==> config.mk <==
export PLATFORM = sky130hd
export DESIGN_NAME = turf_wb_cmd_initiator
export DESIGN_NICKNAME = d
export VERILOG_FILES = /design/src/rtl/turf_wb_cmd_initiator.sv
export SDC_FILE = /design/constraint.sdc
export NUM_CORES = 1
export LEC_CHECK = 0
export CAP_MARGIN = 20
export CORE_UTILIZATION = 45
export CTS_CLUSTER_DIAMETER = 80
export DETAILED_ROUTE_END_ITERATION = 7
export PLACE_DENSITY_LB_ADDON = 0.05
export REMOVE_ABC_BUFFERS = 1
export SYNTH_ARGS = -nofsm -noshare
export SYNTH_HDL_FRONTEND = slang
export SYNTH_SLANG_ARGS = --single-unit
==> constraint.sdc <==
create_clock -name wb_clk_i -period 3.86 [get_ports wb_clk_i]
set_clock_uncertainty 0.1 [all_clocks]
set_input_delay 0.772 -clock wb_clk_i [delete_from_list [all_inputs] [get_ports wb_clk_i]]
set_output_delay 0.772 -clock wb_clk_i [all_outputs]
set_load 0.03 [all_outputs]
==> src/rtl/turf_wb_cmd_initiator.sv <==
// Wishbone classic initiator: one bus transaction per accepted command, with
// per-attempt timeout, bounded RTY reissue and a registered response stream.
//
// state  | meaning
// IDLE   | cmd_ready_o high, waiting for a command
// BUS    | cyc/stb asserted (or one-cycle gap before a retry reissue)
// RESP   | rsp_valid_o high, holding data/status until rsp_ready_i
module turf_wb_cmd_initiator #(
  parameter int NUM_ADDRESS_BITS = 15,
  parameter int TIMEOUT_CYCLES   = 255,
  parameter int MAX_RETRIES      = 3
) (
  input  logic                        wb_clk_i,
  input  logic                        wb_rst_i,
  input  logic                        cmd_valid_i,
  output logic                        cmd_ready_o,
  input  logic [NUM_ADDRESS_BITS-1:0] cmd_adr_i,
  input  logic [31:0]                 cmd_dat_i,
  input  logic                        cmd_we_i,
  input  logic [3:0]                  cmd_sel_i,
  output logic                        rsp_valid_o,
  input  logic                        rsp_ready_i,
  output logic [31:0]                 rsp_dat_o,
  output logic [1:0]                  rsp_status_o,
  output logic                        wb_cyc_o,
  output logic                        wb_stb_o,
  output logic                        wb_we_o,
  output logic [NUM_ADDRESS_BITS-1:0] wb_adr_o,
  output logic [31:0]                 wb_dat_o,
  output logic [3:0]                  wb_sel_o,
  input  logic [31:0]                 wb_dat_i,
  input  logic                        wb_ack_i,
  input  logic                        wb_err_i,
  input  logic                        wb_rty_i,
  output logic                        timeout_o,
  output logic                        invalid_o
);

  localparam int TW = $clog2(TIMEOUT_CYCLES + 1);
  localparam int RW = (MAX_RETRIES > 0) ? $clog2(MAX_RETRIES + 1) : 1;
  localparam logic [TW-1:0] TMO_LAST = TW'(TIMEOUT_CYCLES - 1);
  localparam logic [TW-1:0] TMO_MAX  = TW'(TIMEOUT_CYCLES);
  localparam logic [RW-1:0] RTY_MAX  = RW'(MAX_RETRIES);

  localparam logic [1:0] ST_OK  = 2'b00;
  localparam logic [1:0] ST_ERR = 2'b01;
  localparam logic [1:0] ST_TMO = 2'b10;
  localparam logic [1:0] ST_RTY = 2'b11;

  typedef enum logic [1:0] {S_IDLE, S_BUS, S_RESP} state_t;

  state_t                      state_q, state_d;
  logic                        gap_q, gap_d;
  logic [TW-1:0]               tmo_cnt_q, tmo_cnt_d;
  logic [RW-1:0]               rty_cnt_q, rty_cnt_d;
  logic                        cmd_ready_q, cmd_ready_d;
  logic                        cyc_q, cyc_d;
  logic                        we_q, we_d;
  logic [NUM_ADDRESS_BITS-1:0] adr_q, adr_d;
  logic [31:0]                 dat_q, dat_d;
  logic [3:0]                  sel_q, sel_d;
  logic                        rsp_valid_q, rsp_valid_d;
  logic [31:0]                 rsp_dat_q, rsp_dat_d;
  logic [1:0]                  rsp_status_q, rsp_status_d;
  logic                        timeout_q, timeout_d;
  logic                        invalid_q, invalid_d;

  always_ff @(posedge wb_clk_i) begin
    if (wb_rst_i) begin
      state_q      <= S_IDLE;
      gap_q        <= 1'b0;
      tmo_cnt_q    <= '0;
      rty_cnt_q    <= '0;
      cmd_ready_q  <= 1'b0;
      cyc_q        <= 1'b0;
      we_q         <= 1'b0;
      adr_q        <= '0;
      dat_q        <= '0;
      sel_q        <= '0;
      rsp_valid_q  <= 1'b0;
      rsp_dat_q    <= '0;
      rsp_status_q <= '0;
      timeout_q    <= 1'b0;
      invalid_q    <= 1'b0;
    end else begin
      state_q      <= state_d;
      gap_q        <= gap_d;
      tmo_cnt_q    <= tmo_cnt_d;
      rty_cnt_q    <= rty_cnt_d;
      cmd_ready_q  <= cmd_ready_d;
      cyc_q        <= cyc_d;
      we_q         <= we_d;
      adr_q        <= adr_d;
      dat_q        <= dat_d;
      sel_q        <= sel_d;
      rsp_valid_q  <= rsp_valid_d;
      rsp_dat_q    <= rsp_dat_d;
      rsp_status_q <= rsp_status_d;
      timeout_q    <= timeout_d;
      invalid_q    <= invalid_d;
    end
  end

  always_comb begin
    state_d      = state_q;
    gap_d        = gap_q;
    tmo_cnt_d    = tmo_cnt_q;
    rty_cnt_d    = rty_cnt_q;
    cmd_ready_d  = cmd_ready_q;
    cyc_d        = cyc_q;
    we_d         = we_q;
    adr_d        = adr_q;
    dat_d        = dat_q;
    sel_d        = sel_q;
    rsp_valid_d  = rsp_valid_q;
    rsp_dat_d    = rsp_dat_q;
    rsp_status_d = rsp_status_q;
    timeout_d    = 1'b0;
    invalid_d    = 1'b0;

    unique case (state_q)
      S_IDLE: begin
        // Ready is registered so it stays low for the first cycle after reset.
        cmd_ready_d = 1'b1;
        if (cmd_ready_q && cmd_valid_i) begin
          we_d        = cmd_we_i;
          adr_d       = cmd_adr_i;
          dat_d       = cmd_dat_i;
          sel_d       = cmd_sel_i;
          tmo_cnt_d   = '0;
          rty_cnt_d   = '0;
          gap_d       = 1'b0;
          cyc_d       = 1'b1;
          cmd_ready_d = 1'b0;
          state_d     = S_BUS;
        end
      end

      S_BUS: begin
        if (gap_q) begin
          // Retry gap: bus idle for this one cycle, terminations not sampled.
          gap_d = 1'b0;
          cyc_d = 1'b1;
        end else if (wb_ack_i) begin
          cyc_d        = 1'b0;
          rsp_valid_d  = 1'b1;
          rsp_dat_d    = we_q ? 32'h0 : wb_dat_i;
          rsp_status_d = ST_OK;
          state_d      = S_RESP;
        end else if (wb_err_i) begin
          cyc_d        = 1'b0;
          rsp_valid_d  = 1'b1;
          rsp_dat_d    = 32'h0;
          rsp_status_d = ST_ERR;
          invalid_d    = 1'b1;
          state_d      = S_RESP;
        end else if (wb_rty_i) begin
          cyc_d = 1'b0;
          if (rty_cnt_q < RTY_MAX) begin
            rty_cnt_d = rty_cnt_q + RW'(1);
            tmo_cnt_d = '0;
            gap_d     = 1'b1;
          end else begin
            rsp_valid_d  = 1'b1;
            rsp_dat_d    = 32'h0;
            rsp_status_d = ST_RTY;
            invalid_d    = 1'b1;
            state_d      = S_RESP;
          end
        end else if (tmo_cnt_q >= TMO_LAST) begin
          // This is the TIMEOUT_CYCLES-th unterminated cycle: abort now.
          cyc_d        = 1'b0;
          tmo_cnt_d    = TMO_MAX;
          rsp_valid_d  = 1'b1;
          rsp_dat_d    = 32'h0;
          rsp_status_d = ST_TMO;
          timeout_d    = 1'b1;
          state_d      = S_RESP;
        end else begin
          tmo_cnt_d = tmo_cnt_q + TW'(1);
        end
      end

      S_RESP: begin
        if (rsp_ready_i) begin
          rsp_valid_d  = 1'b0;
          rsp_dat_d    = 32'h0;
          rsp_status_d = ST_OK;
          cmd_ready_d  = 1'b1;
          state_d      = S_IDLE;
        end
      end

      default: begin
        state_d = S_IDLE;
      end
    endcase
  end

  assign cmd_ready_o  = cmd_ready_q;
  assign wb_cyc_o     = cyc_q;
  assign wb_stb_o     = cyc_q;
  assign wb_we_o      = we_q;
  assign wb_adr_o     = adr_q;
  assign wb_dat_o     = dat_q;
  assign wb_sel_o     = sel_q;
  assign rsp_valid_o  = rsp_valid_q;
  assign rsp_dat_o    = rsp_dat_q;
  assign rsp_status_o = rsp_status_q;
  assign timeout_o    = timeout_q;
  assign invalid_o    = invalid_q;

endmodule

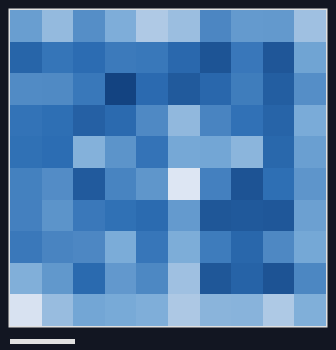
Run 1: cell area per tile
The bar under the picture is 20 microns long. The die is cut into 10 by 10 equal tiles; white is low, dark blue is high, 0 to 100% covered.
tiles over 75% full: 26%
fullest tile: 93%
mean over tiles: 63%
post-route core utilization: 69.99%
Core Area: 8763 sq um
Init Core Util: 46.86%

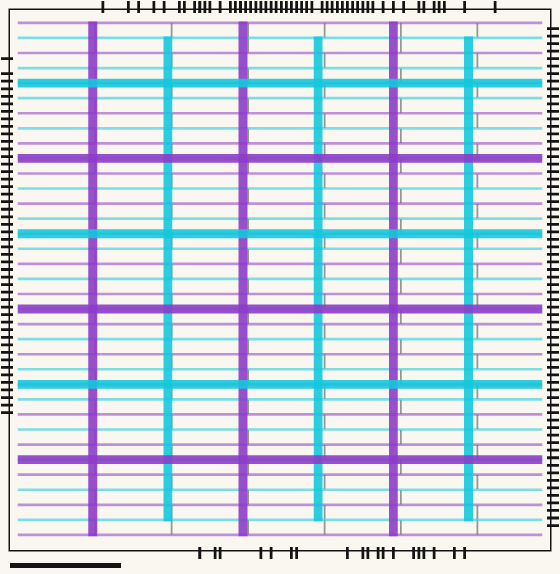
Run 1: floorplan with the power grid
The bar under the picture is 20 microns long. Pins as bars on the die edge. Tap cells in gray.
[VDD] cyan
[VSS] purple
signal pins: 183
met5 straps: 6
met4 straps: 6
met1 rails: 35

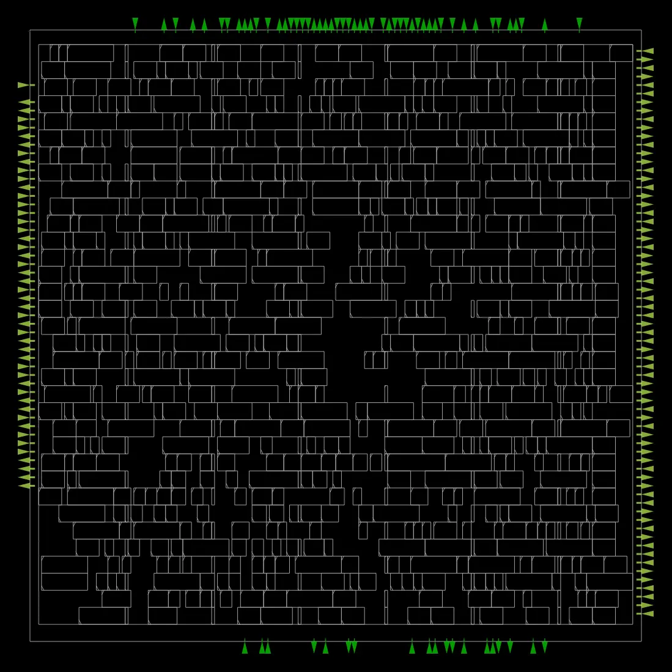
Run 1: placed standard cells
final cell count without fillers: 771
sequential share of cell area: 33.95%
Rows: 34
FILL cells: 729
Seq cells: 104

==> impl_metrics.csv, run 1 <==
group,metric,value,unit
clock_network,ctsResizeCount,0,
synthesis,ys_cells,492,
power_and_ir_drop,p_sw_share,27.49,%
setup_path,r2r-start,"tmo_cnt_q[0]",
power_and_ir_drop,intPower,1.547,mW
cells_and_area,logic_gates,349,
setup_path,reg2regPathDepth,7,
power_and_ir_drop,power.share.clock,30.3,%
job,max_cap_violations,0,
drt,vias,3927,
min_path,min-delay-start,"wb_dat_o[10]",
grt,top_usage_layer,"met2",
synthesis,avgSynthCellArea,8.346,sq um
cells_and_area,comb_area,1837,sq um
setup_path,endpoint,"rsp_dat_o[3]",
setup_path,crit_buf_inv,2,
placement,place.detailed.hpwl,7730,microns
cells_and_area,clkCellAreaFrac,3.060,%
final_timing,post-route-period-util,69.17,%
final_timing,post-route-min-period,2.670,ns
drt,met1_length,4737,microns
grt,grt.met1_usage,28.15,%
job,warnings,26,
setup_path,rrSetupSlack,1.60,ns
clock_network,cts_tree,"done",
synthesis,ys_seq_share,50.70,%
power_and_ir_drop,p_clk,0.646,mW
final_timing,drv_slew,0,
floorplan,die_h,97.53,microns
floorplan,tap_cells,108,
synthesis,logic_family,"simple AND/OR/NAND/NOR gates",
placement,place_inst,755,
grt,gr-total-overflow,0,
setup_path,worstPathArrival,2.86,ns
cells_and_area,register_area,2082,sq um
final_timing,setup_viol_count_final,0,
power_and_ir_drop,p_leak,2.396,nW
placement,place_ws,0.8377,ns
grt,gr-usage-met2,37.39,%
cells_and_area,most-common-layout-cells,"clkdlybuf4s50_1, nand2_1, dfxtp_1",
clock_network,cts_buffers,9,
floorplan,top_level_ports,183,
floorplan,die-area,9511,sq um
synthesis,area_leaders,"dfxtp_1, nand2_1, mux2i_1",
synthesis,yosys_area,4106,sq um
synthesis,synthCells,492,
power_and_ir_drop,switching_power,0.5867,mW
synthesis,ys_sh_mux,8.318,%
placement,port_buffers,182,
synthesis,synth_flops,104,
cells_and_area,biggestCellCategory,"registers",
power_and_ir_drop,pwr-share-seq,52.8,%
synthesis,top_area_share,50.70,%
final_timing,finalHoldViolations,0,
setup_path,crit_required,4.05,ns
drt,drt-initial-drc-count,121,
placement,place_congestion,0.8508,
cells_and_area,comb_area_share,29.95,%
drt,routed_wl,10960,microns
synthesis,synthArstFlopShare,0,%
final_timing,rsz0062_at_grt,"no",
clock_network,clk_latency,0.36,ns
synthesis,syn_area,4106,sq um
setup_path,path_delay_family,"buffers and inverters",
setup_path,endpoint_kind,"flop",
setup_path,slowest_stage,"clkdlybuf4s50_1",
power_and_ir_drop,seq_power,1.13,mW
drt,dr.pass1.iters,4,
synthesis,ys.flop_type,"dfxtp_1",
setup_path,r2r_end,"rsp_dat_o[3]",
synthesis,ys_types,41,
cells_and_area,inverters,4,
power_and_ir_drop,comb_power_share,17.0,%
synthesis,yosysTopAreaCell,"dfxtp_1",
power_and_ir_drop,comb_cell_power,0.362,mW
run_status,status,"finished, final reports clean",
final_timing,worstMarginPinSlew,0.7156,ns
synthesis,synth.most_common_cell,"nand2_1",
power_and_ir_drop,irDropWorstVdd,0.2151,mV
drt,drcViolationCount,0,
power_and_ir_drop,power,2.134,mW
synthesis,synthAoiAreaFrac,11.97,%
drt,top_layer,"met4",
final_timing,setup_ws,1.190,ns
setup_path,setup.worst_path.class,"input pin to flop",
placement,dpl-instance-area,5946,sq um
synthesis,edf_count,0,
cells_and_area,buffers,190,
grt,grt_pass1_wl,17640,microns
clock_network,htreeDepth,3,
grt,antenna_found_initial,0,
clock_network,cts.clk_slew.worst_paths,0.10,ns
cells_and_area,diodes,0,
grt,grt_use_met3,6.259,%
setup_path,worstSetupPathDepth,5,
synthesis,xor_area_share,0,%
cells_and_area,lay_top_count,"clkdlybuf4s50_1",
setup_path,crit_fanout,35,
==> run 1 -> run 2 <==
--- a/config.mk
+++ b/config.mk
@@ -6,7 +6,7 @@
 export NUM_CORES = 1
 export LEC_CHECK = 0
 export CAP_MARGIN = 20
-export CORE_UTILIZATION = 45
+export CORE_UTILIZATION = 42
 export CTS_CLUSTER_DIAMETER = 80
 export DETAILED_ROUTE_END_ITERATION = 7
 export PLACE_DENSITY_LB_ADDON = 0.05
==> constraint.sdc (replaced) <==
create_clock -name wb_clk_i -period 2.65 [get_ports wb_clk_i]
set_clock_uncertainty 0.1 [all_clocks]
set_input_delay 0.53 -clock wb_clk_i [delete_from_list [all_inputs] [get_ports wb_clk_i]]
set_output_delay 0.53 -clock wb_clk_i [all_outputs]
set_load 0.03 [all_outputs]
==> run 2 against run 1 <==
Against the previous run: final area rose by 0.84%; combinational power up 47%; worst hold slack better by 0.00093 ns; count of clock-buffer cells in the layout is 1 higher; global-route usage down 1.5 points; synthesized area is the same; core utilization down 4.0 points; sequential share of layout area decreased by 0.28 points; sequential cell count unchanged; critical path type unchanged.
==> impl_metrics.csv, run 2 <==
group,metric,value,unit
clock_network,cts.clk_slew.worst_paths,0.10,ns
power_and_ir_drop,comb_cell_power,0.533,mW
setup_path,endpoint_kind,"flop",
grt,gr-total-overflow,0,
synthesis,synth_flops,104,
placement,place_inst,778,
cells_and_area,diodes,0,
drt,dr_wl_met2,5251,microns
power_and_ir_drop,pwr-share-seq,53.7,%
cells_and_area,most-common-layout-cells,"clkdlybuf4s50_1, nand2_1, dfxtp_1",
final_timing,slew_headroom,56.65,%
synthesis,ys_cells,492,
cells_and_area,buf_share,30.99,%
synthesis,avgSynthCellArea,8.346,sq um
min_path,min-delay-start,"wb_adr_o[10]",
synthesis,xor_area_share,0,%
cells_and_area,register_area,2082,sq um
synthesis,synthCells,492,
clock_network,cts_tree,"done",
drt,routed_wl,11150,microns
placement,dpl-instance-area,6012,sq um
final_timing,post-route-period-util,83.54,%
cells_and_area,postLayoutCellArea,6185,sq um
drt,dr.pass1.iters,4,
power_and_ir_drop,power.share.clock,28.8,%
cells_and_area,clkCellAreaFrac,2.792,%
synthesis,yosys_area,4106,sq um
cells_and_area,lay_top_count,"clkdlybuf4s50_1",
cells_and_area,biggestCellCategory,"registers",
grt,grt_pass1_wl,16890,microns
job,max_cap_violations,0,
cells_and_area,comb_area,1837,sq um
final_timing,setup_ws,0.4361,ns
min_path,hp-class,"flop to flop",
setup_path,r2r_end,"rty_cnt_q[0]",
synthesis,yosysTopAreaCell,"dfxtp_1",
synthesis,ys_sh_mux,8.318,%
setup_path,rrSetupSlack,0.64,ns
drt,avgViaCountPerCell,4.912,
synthesis,ys_types,41,
placement,place.detailed.hpwl,8021,microns
power_and_ir_drop,intPower,2.239,mW
power_and_ir_drop,p_sw_share,26.66,%
synthesis,top_area_share,50.70,%
synthesis,synthAoiAreaFrac,11.97,%
power_and_ir_drop,comb_power_share,17.5,%
final_timing,finalHoldViolations,0,
setup_path,crit_buf_inv,2,
placement,place_congestion,0.9176,
drt,top_layer,"met4",
setup_path,r2r-start,"rty_cnt_q[0]",
cells_and_area,inverters,4,
clock_network,cts_buffers,9,
setup_path,worstPathArrival,2.40,ns
floorplan,die_h,100.9,microns
grt,top_usage_layer,"met2",
power_and_ir_drop,seq_power,1.64,mW
synthesis,synth.most_common_cell,"nand2_1",
synthesis,ys_seq_share,50.70,%
grt,antenna_found_initial,0,
synthesis,edf_count,0,
power_and_ir_drop,power,3.053,mW
grt,grt_use_met3,7.074,%
synthesis,ys.flop_type,"dfxtp_1",
synthesis,logic_family,"simple AND/OR/NAND/NOR gates",
job,warnings,26,
final_timing,post-route-min-period,2.214,ns
synthesis,area_leaders,"dfxtp_1, nand2_1, mux2i_1",
power_and_ir_drop,p_clk,0.880,mW
setup_path,crit_fanout,21,
placement,port_buffers,182,
floorplan,top_level_ports,183,
drt,drcViolationCount,0,
floorplan,fp.dieW,100.9,microns
synthesis,synthArstFlopShare,0,%
setup_path,slowest_stage,"clkdlybuf4s50_1",
setup_path,worstSetupStartpointType,"input pin",
cells_and_area,ff_count,104,
run_status,status,"finished, final reports clean",
cells_and_area,logic_gates,349,
drt,vias,3895,
power_and_ir_drop,switching_power,0.8140,mW
setup_path,worstSetupPathDepth,6,
setup_path,crit_required,2.84,ns
grt,grt.met1_usage,25.08,%
setup_path,path_delay_family,"buffers and inverters",
drt,met1_length,4624,microns
setup_path,setup.worst_path.class,"input pin to flop",
floorplan,die-area,10180,sq um
grt,grt_pass1_vias,3492,
final_timing,worstMarginPinSlew,0.6472,ns
clock_network,clockBufferDepth,2,
final_timing,setup_viol_count_final,0,
power_and_ir_drop,p_leak,2.399,nW
cells_and_area,buffers,192,
placement,place_ws,0.1082,ns
clock_network,htreeDepth,3,
setup_path,reg2regPathDepth,5,
clock_network,clk_latency,0.35,ns
clock_network,ctsResizeCount,0,
setup_path,endpoint,"rsp_dat_o[24]",
floorplan,tap_cells,129,
final_timing,rsz0062_at_grt,"no",
drt,drt-initial-drc-count,156,
final_timing,drv_slew,0,
cells_and_area,fillerInstances,847,
synthesis,syn_area,4106,sq um
grt,gr-usage-met2,35.19,%
min_path,hold_end,"wb_adr_o[10]",
cells_and_area,comb_area_share,29.70,%
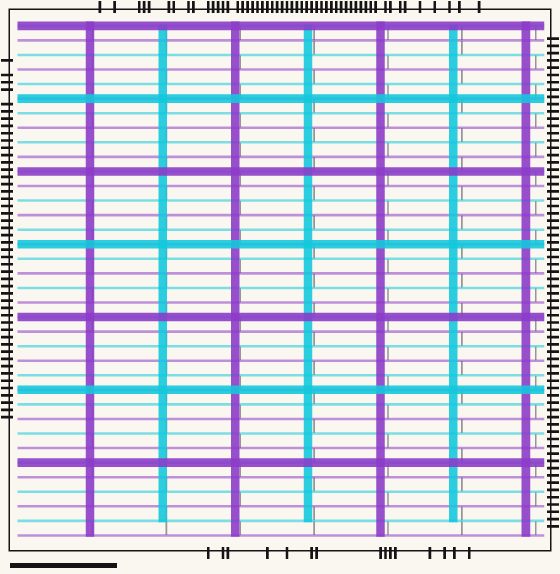
Run 2: floorplan with the power grid
The bar under the picture is 20 microns long. Pins as bars on the die edge. Tap cells in gray.
[VSS] purple
[VDD] cyan
tap cells: 129
met4 straps: 7
met1 rails: 36
rows: 35
Max VDD drop: 0.2729 mV
Core Area: 9371 sq um

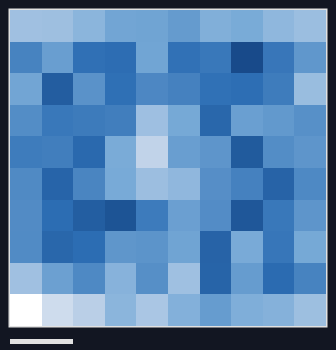
Run 2: cell area per tile
The bar under the picture is 20 microns long. The die is cut into 10 by 10 equal tiles; white is low, dark blue is high, 0 to 100% covered.
nearly empty tiles: 1.0%
fullest tile: 89%
tiles over 75% full: 17%
mean over tiles: 59%
post-route core utilization: 65.99%
Init Core Util: 43.82%

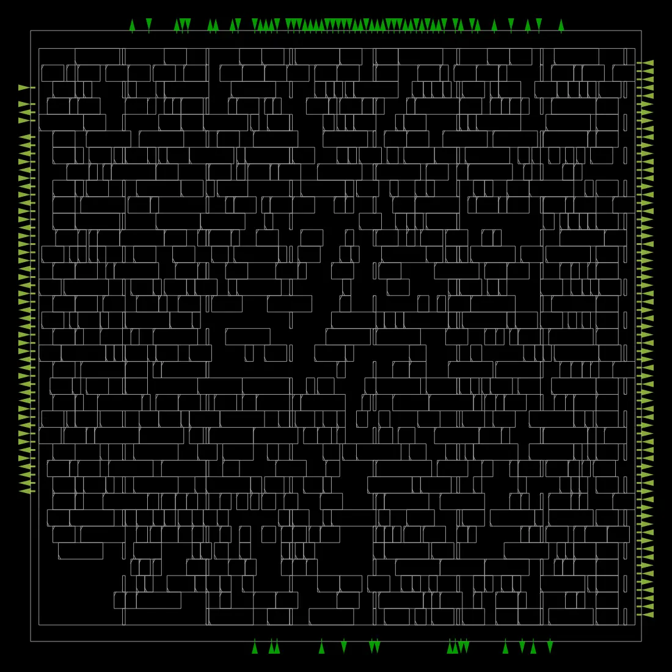
Run 2: placed standard cells
final cell count without fillers: 793
sequential share of cell area: 33.66%
Rows: 35

==> run 2 -> run 3 <==
--- a/config.mk
+++ b/config.mk
@@ -6,7 +6,7 @@
 export NUM_CORES = 1
 export LEC_CHECK = 0
 export CAP_MARGIN = 20
-export CORE_UTILIZATION = 42
+export CORE_UTILIZATION = 38
 export CTS_CLUSTER_DIAMETER = 80
 export DETAILED_ROUTE_END_ITERATION = 7
 export PLACE_DENSITY_LB_ADDON = 0.05
==> constraint.sdc (replaced) <==
create_clock -name wb_clk_i -period 1.95 [get_ports wb_clk_i]
set_clock_uncertainty 0.1 [all_clocks]
set_input_delay 0.39 -clock wb_clk_i [delete_from_list [all_inputs] [get_ports wb_clk_i]]
set_output_delay 0.39 -clock wb_clk_i [all_outputs]
set_load 0.03 [all_outputs]
==> run 3 against run 2 <==
Against the previous run: sequential cell count unchanged; wire length grew 6.9%; synthesized cell count unchanged; critical path type is now flop to flop.
==> impl_metrics.csv, run 3 <==
group,metric,value,unit
cells_and_area,buffers,221,
power_and_ir_drop,seq_power,2.23,mW
final_timing,slew_headroom,65.18,%
setup_path,slowest_delay,0.51,ns
power_and_ir_drop,pwr-share-seq,52.4,%
cells_and_area,fillerInstances,910,
synthesis,logic_family,"simple AND/OR/NAND/NOR gates",
synthesis,synthAoiAreaFrac,11.97,%
power_and_ir_drop,irDropWorstVdd,0.3045,mV
grt,grt.met1_usage,25.37,%
cells_and_area,comb_area_share,28.75,%
setup_path,worstPathArrival,2.13,ns
cells_and_area,logic_gates,349,
setup_path,endpoint,"rsp_dat_o[30]",
final_timing,fmax,516.3,MHz
synthesis,synthCells,492,
power_and_ir_drop,p_clk,1.25,mW
power_and_ir_drop,p_leak,2.843,nW
drt,routed_wl,11920,microns
synthesis,yosysTopAreaCell,"dfxtp_1",
drt,drt-initial-drc-count,186,
setup_path,endpoint_kind,"flop",
clock_network,ctsResizeCount,13,
drt,drcViolationCount,0,
placement,place.detailed.hpwl,8089,microns
final_timing,rsz0062_at_grt,"yes",
final_timing,setup_viol_count_final,0,
power_and_ir_drop,power-top-group,"registers",
final_timing,setup_ws,0.01319,ns
placement,place_ws,-0.4141,ns
cells_and_area,final_util,63.30,%
synthesis,edf_count,0,
cells_and_area,ff_count,104,
cells_and_area,postLayoutCellArea,6594,sq um
synthesis,adder_share,0.9141,%
placement,dpl-instance-area,6186,sq um
clock_network,cts_tree,"done",
synthesis,synth_flops,104,
cells_and_area,diodes,0,
power_and_ir_drop,intPower,3.052,mW
setup_path,crit_buf_inv,2,
synthesis,top_area_share,50.70,%
placement,place_inst,807,
grt,grt_pass1_vias,3920,
grt,top_usage_layer,"met2",
setup_path,setup.worst_path.class,"flop to flop",
power_and_ir_drop,comb_power_share,18.1,%
setup_path,rrSetupSlack,0.01,ns
final_timing,drv_slew,0,
setup_path,crit_required,2.15,ns
grt,grt_use_met3,5.825,%
setup_path,r2r-start,"rty_cnt_q[0]",
cells_and_area,seq_share,31.67,%
run_status,status,"finished, final reports clean",
synthesis,synthArstFlopShare,0,%
cells_and_area,buf_share,34.02,%
synthesis,yosys_area,4106,sq um
placement,port_buffers,182,
drt,dr_wl_met3,908,microns
power_and_ir_drop,power.share.clock,29.5,%
cells_and_area,lay_top_count,"nand2_1",
synthesis,area_leaders,"dfxtp_1, nand2_1, mux2i_1",
power_and_ir_drop,powerDensity,644.5,nW/um^2
placement,place_congestion,0.9047,
synthesis,ys.flop_type,"dfxtp_1",
clock_network,htreeDepth,3,
grt,gr-total-overflow,0,
setup_path,worstSetupPathDepth,6,
cells_and_area,biggestCellCategory,"buffers",
drt,antenna_left,0,
synthesis,ys_types,41,
cells_and_area,final_cell_count_no_fill,830,
min_path,hp-class,"input pin to flop",
grt,antenna_found_initial,0,
drt,dr_wl_met2,5514,microns
cells_and_area,drive_above_1_share,10.52,%
min_path,min-delay-start,"wb_rst_i",
clock_network,cts_buffers,9,
setup_path,crit_fanout,9,
setup_path,path_delay_family,"simple AND/OR/NAND/NOR gates",
drt,top_layer,"met4",
synthesis,ys_sh_mux,8.318,%
cells_and_area,clkCellAreaFrac,2.751,%
job,max_cap_violations,0,
job,warnings,27,
setup_path,r2r_end,"rsp_dat_o[30]",
power_and_ir_drop,switching_power,1.198,mW
synthesis,synth.most_common_cell,"nand2_1",
synthesis,avgSynthCellArea,8.346,sq um
setup_path,worstSetupStartpointType,"flop",
final_timing,finalHoldViolations,0,
drt,vias,4029,
drt,avgViaCountPerCell,4.854,
floorplan,top_level_ports,183,
power_and_ir_drop,power,4.250,mW
final_timing,post-route-period-util,99.32,%
floorplan,tap_cells,136,
cells_and_area,register_area,2088,sq um
min_path,hold_end,"tmo_cnt_q[3]",
final_timing,post-route-min-period,1.937,ns
final_timing,worstMarginPinSlew,0.5183,ns
synthesis,xor_area_share,0,%
setup_path,slowest_stage,"or4b_4",
grt,gr-usage-met2,36.04,%
drt,met1_length,5297,microns
cells_and_area,most-common-layout-cells,"nand2_1, clkdlybuf4s50_1, dfxtp_1",
grt,grt_pass1_wl,18820,microns
synthesis,syn_area,4106,sq um
floorplan,fp-row-count,37,
cells_and_area,comb_area,1896,sq um
clock_network,clockBufferDepth,2,
drt,dr.pass1.iters,4,
synthesis,simple_gate_area_share,22.82,%
floorplan,die_h,106.0,microns
clock_network,postCtsSetupBuffers,4,
clock_network,cts.clk_slew.worst_paths,0.10,ns
clock_network,clk_latency,0.37,ns
setup_path,reg2regPathDepth,6,
floorplan,fp.dieW,106.0,microns
synthesis,ys_cells,492,
power_and_ir_drop,p_sw_share,28.19,%
power_and_ir_drop,comb_cell_power,0.769,mW
floorplan,die-area,11230,sq um
synthesis,ys_seq_share,50.70,%
setup_path,crit_start,"rty_cnt_q[0]",
cells_and_area,inverters,4,
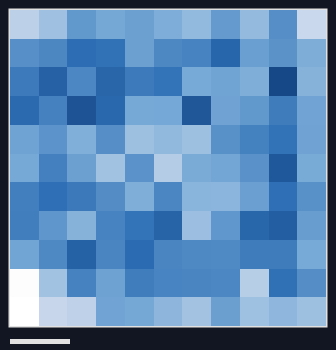
Run 3: cell area per tile
The bar under the picture is 20 microns long. The die is cut into 11 by 11 equal tiles; white is low, dark blue is high, 0 to 100% covered.
nearly empty tiles: 1.7%
tiles over 75% full: 12%
mean over tiles: 57%
Init Core Util: 39.42%
Core Area: 10420 sq um

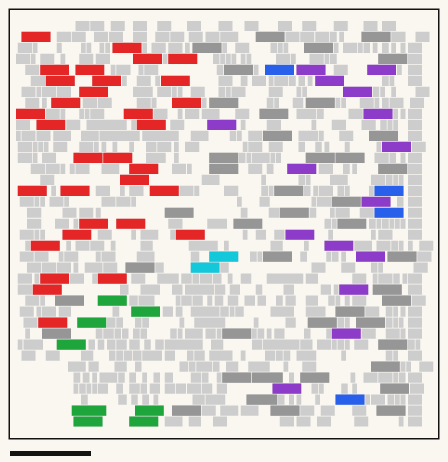
Run 3: sequential cells colored by netlist name
The bar under the picture is 20 microns long. Other sequential cells in the stronger gray, the rest of the logic in the fainter gray.
[tmo_cnt_q] green | flops: 8 | where: bottom left
[rsp_dat_o] red | flops: 32
[wb_adr_o] purple | flops: 15
[wb_sel_o] blue | flops: 4
[state_q] cyan | flops: 2

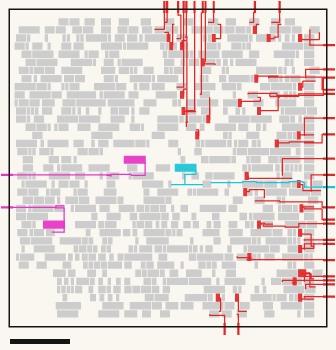
Run 3: I/O nets highlighted
The bar under the picture is 20 microns long.
[wb_we_o] cyan | bits: 1 | direction: output | edge: right | end cells: 1 | buffers: 1 | wire: 59.9 microns
[cmd_dat_i] red | bits: 32 | direction: input | edge: 19 right, 11 top, 2 bottom | end cells: 32 | buffers: 32 | wire: 705 microns
[rsp_status_o] magenta | bits: 2 | direction: output | edge: left | end cells: 2 | buffers: 2 | wire: 85.6 microns

Power figures rest on the tool's default switching activity, not on a simulated workload.
